$ cat src/rtl/seq_frame_tx.sv
// Serial framed-bit transmitter: sync pattern, MSB-first payload, even parity.
// Every output is a flop fed from next-state logic, so the stream is glitch-free.
module seq_frame_tx #(
    parameter int unsigned       SYNC_W   = 4,
    parameter logic [SYNC_W-1:0] SYNC_PAT = 4'b1011,
    parameter int unsigned       DATA_W   = 8,
    parameter int unsigned       GAP      = 2
) (
    input  logic              clk,
    input  logic              rst,
    input  logic              start,
    input  logic [DATA_W-1:0] data_in,
    output logic              ready,
    output logic              out,
    output logic              out_valid,
    output logic              frame_done
);

    localparam int unsigned MaxSd  = (SYNC_W > DATA_W) ? SYNC_W : DATA_W;
    localparam int unsigned MaxSdg = (MaxSd > GAP) ? MaxSd : GAP;
    localparam int unsigned CntMax = (MaxSdg > 2) ? MaxSdg : 2;
    localparam int unsigned CW     = $clog2(CntMax);
    localparam int unsigned GapM1  = (GAP > 0) ? GAP - 1 : 0;

    localparam logic [2:0] StIdle   = 3'd0;
    localparam logic [2:0] StSync   = 3'd1;
    localparam logic [2:0] StData   = 3'd2;
    localparam logic [2:0] StParity = 3'd3;
    localparam logic [2:0] StGap    = 3'd4;

    logic [2:0]        state_q, state_d;
    logic [CW-1:0]     cnt_q, cnt_d;
    logic [DATA_W-1:0] data_sh_q, data_sh_d;
    logic [SYNC_W-1:0] sync_sh_q, sync_sh_d;
    logic              parity_q, parity_d;
    logic              ready_d, out_d, out_valid_d, frame_done_d;

    // Next state: both shift registers present the bit to send at their MSB.
    always_comb begin
        state_d   = state_q;
        cnt_d     = cnt_q;
        data_sh_d = data_sh_q;
        sync_sh_d = sync_sh_q;
        parity_d  = parity_q;
        case (state_q)
            StIdle: begin
                if (start) begin
                    data_sh_d = data_in;
                    parity_d  = ^data_in;
                    sync_sh_d = SYNC_PAT;
                    cnt_d     = '0;
                    state_d   = StSync;
                end
            end
            StSync: begin
                if (cnt_q == CW'(SYNC_W - 1)) begin
                    cnt_d   = '0;
                    state_d = StData;
                end else begin
                    cnt_d     = cnt_q + CW'(1);
                    sync_sh_d = sync_sh_q << 1;
                end
            end
            StData: begin
                if (cnt_q == CW'(DATA_W - 1)) begin
                    cnt_d   = '0;
                    state_d = StParity;
                end else begin
                    cnt_d     = cnt_q + CW'(1);
                    data_sh_d = data_sh_q << 1;
                end
            end
            StParity: begin
                cnt_d   = '0;
                state_d = (GAP > 0) ? StGap : StIdle;
            end
            StGap: begin
                if (cnt_q == CW'(GapM1)) begin
                    cnt_d   = '0;
                    state_d = StIdle;
                end else begin
                    cnt_d = cnt_q + CW'(1);
                end
            end
            default: begin
                cnt_d   = '0;
                state_d = StIdle;
            end
        endcase
    end

    // Output values for the coming cycle, decoded from the next state.
    always_comb begin
        ready_d      = 1'b0;
        out_d        = 1'b0;
        out_valid_d  = 1'b0;
        frame_done_d = 1'b0;
        case (state_d)
            StIdle: ready_d = 1'b1;
            StSync: begin
                out_d       = sync_sh_d[SYNC_W-1];
                out_valid_d = 1'b1;
            end
            StData: begin
                out_d       = data_sh_d[DATA_W-1];
                out_valid_d = 1'b1;
            end
            StParity: begin
                out_d        = parity_d;
                out_valid_d  = 1'b1;
                frame_done_d = 1'b1;
            end
            default: ;
        endcase
    end

    // State and output registers; reset wins over any start on the same edge.
    always_ff @(posedge clk) begin
        if (rst) begin
            state_q    <= StIdle;
            cnt_q      <= '0;
            data_sh_q  <= '0;
            sync_sh_q  <= '0;
            parity_q   <= 1'b0;
            ready      <= 1'b1;
            out        <= 1'b0;
            out_valid  <= 1'b0;
            frame_done <= 1'b0;
        end else begin
            state_q    <= state_d;
            cnt_q      <= cnt_d;
            data_sh_q  <= data_sh_d;
            sync_sh_q  <= sync_sh_d;
            parity_q   <= parity_d;
            ready      <= ready_d;
            out        <= out_d;
            out_valid  <= out_valid_d;
            frame_done <= frame_done_d;
        end
    end

endmodule
$ cat config.mk
export PLATFORM = sky130hd
export DESIGN_NAME = seq_frame_tx
export DESIGN_NICKNAME = d
export VERILOG_FILES = /design/src/rtl/seq_frame_tx.sv
export SDC_FILE = /design/constraint.sdc
export NUM_CORES = 1
export LEC_CHECK = 0
export ABC_AREA = 1
export CORE_AREA = 2 2 51 53
export CTS_CLUSTER_SIZE = 25
export DETAILED_ROUTE_END_ITERATION = 10
export DIE_AREA = 0 0 53 55
export GPL_TIMING_DRIVEN = 0
export MAX_ROUTING_LAYER = met4
export PLACE_DENSITY = 0.75
export RECOVER_POWER = 100
export SKIP_LAST_GASP = 1
export SYNTH_ARGS = -nofsm -noshare
export SYNTH_HDL_FRONTEND = slang
export SYNTH_SLANG_ARGS = --single-unit
export TNS_END_PERCENT = 5
$ cat constraint.sdc
create_clock -name clk -period 1.7 [get_ports clk]
set_input_delay 0.255 -clock clk [delete_from_list [all_inputs] [get_ports clk]]
set_output_delay 0.255 -clock clk [all_outputs]
set_load 0.02 [all_outputs]
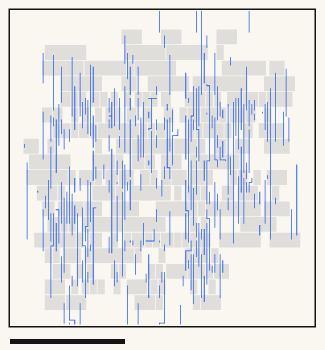
Fig. 1. M2 wires.
Bar = 20 um.
nets with wire on the layer: 160
share of all routed wire: 50%
wire length on this layer: 1170 um
GRT met2 Usage: 0.329
Vias: 1088
Post-Route WL: 2340 um

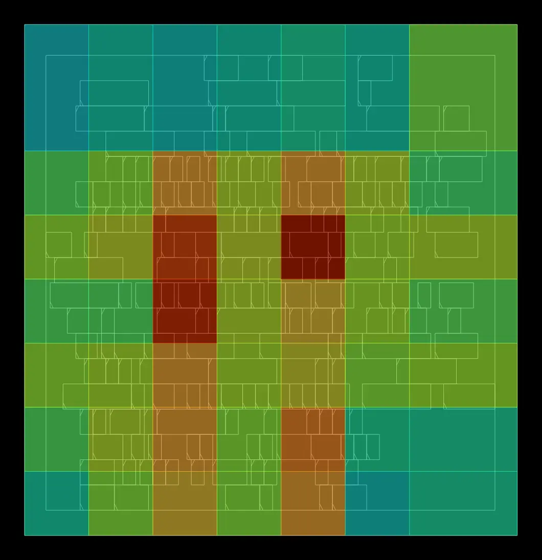
Fig. 2. Routing congestion.
GRT met3 Usage: 0.0188
met1 Usage GRT: 0.237
GRT Total Usage: 0.192
Final Util: 0.613

==> results.yml <==
# implementation run metrics
die:
  rows: 18
  taps: 30
  core_area_mm2: 0.00236
synth:
  yosys-stat-area_mm2: 0.00121
  edf_count: 0
  simple_gate_share: 0.329
  syn-cell-area_mm2: 0.00121
  ys_sh_adder: 0.0619
  ys_seq_frac: 0.363
  ys.flops: 22
  postSynthCellCount: 171
  async_reset_ff_frac: 0
sta:
  holdWs_ps: 210
  clock.fmax_mhz: 636
  finClkSkew_ps: 2.05
  finalClockPeriodUsage: 0.925
global_route:
  antenna_found_initial: 0
  grt_busiest_layer: "met2"
  grt_max_degree: 13
layout:
  seqCellArea_um2: 443
  fillers: 225
  layout_top_cells: "nand2_1, inv_1, dfxtp_1"
  sh_seq_area: 0.305
  flops: 22
  comb_area_frac: 0.450
  signal_buffers: 19
  fin_area_mm2: 0.00145
  syn2layout_area_growth_pct: 19.6
worst_setup_path:
  critPathSlowestCell: "dfxtp_2"
  r2r_start: "cnt_q[0]"
  cp_max_fo: 7
  arrival_ps: 1800
  crit_path_start_kind: "register"
  endpoint: "data_sh_q[1]"
  crit_chain: "ha_2 > ha_2 > inv_1 > nand3_2 > clkinvlp_4 > nor2_4 > nand2_1 > a31oi_1"
detailed_routing:
  drtAntennaViolNets: 0
  viasPerCell: 4.92
  top_layer_used: "met4"
min_path:
  holdCritStartpoint: "rst"
  min_to: "cnt_q[2]"
power:
  pwr-share-seq: 0.536
  p_per_area_mw_per_mm2: 729
  p_int_uw: 776
placement:
  place.gp.congestion: 0.817
  post-place-cells: 214
run:
  maxCapViolations: 0
status:
  status: "finished, final reports clean"
clock_network:
  cts-buffers-inserted: 3
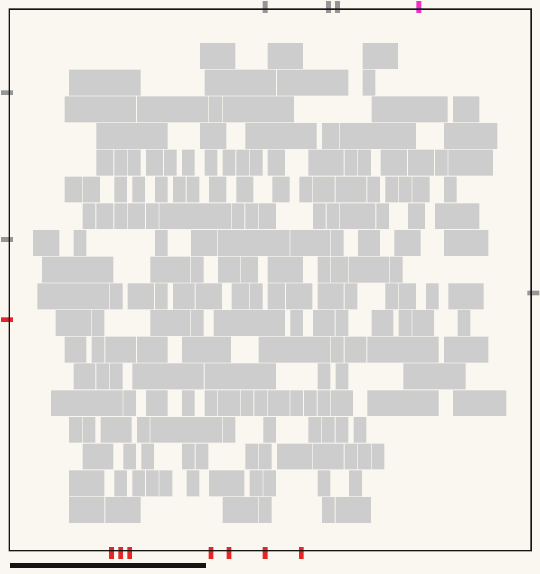
Fig. 3. Ports around the boundary.
Bar = 20 um. Pins as bars across the die edge, other pins in grey.
[ready] magenta | pins: 1 | direction: output | edge: top
[data_in] red | pins: 8 | direction: input | edge: 7 bottom, 1 left
all pins by edge: 7 bottom, 4 top, 3 left, 1 right
die height: 55 um
die width: 53 um
IO buf count: 13

Power and IR drop assume default switching activity.
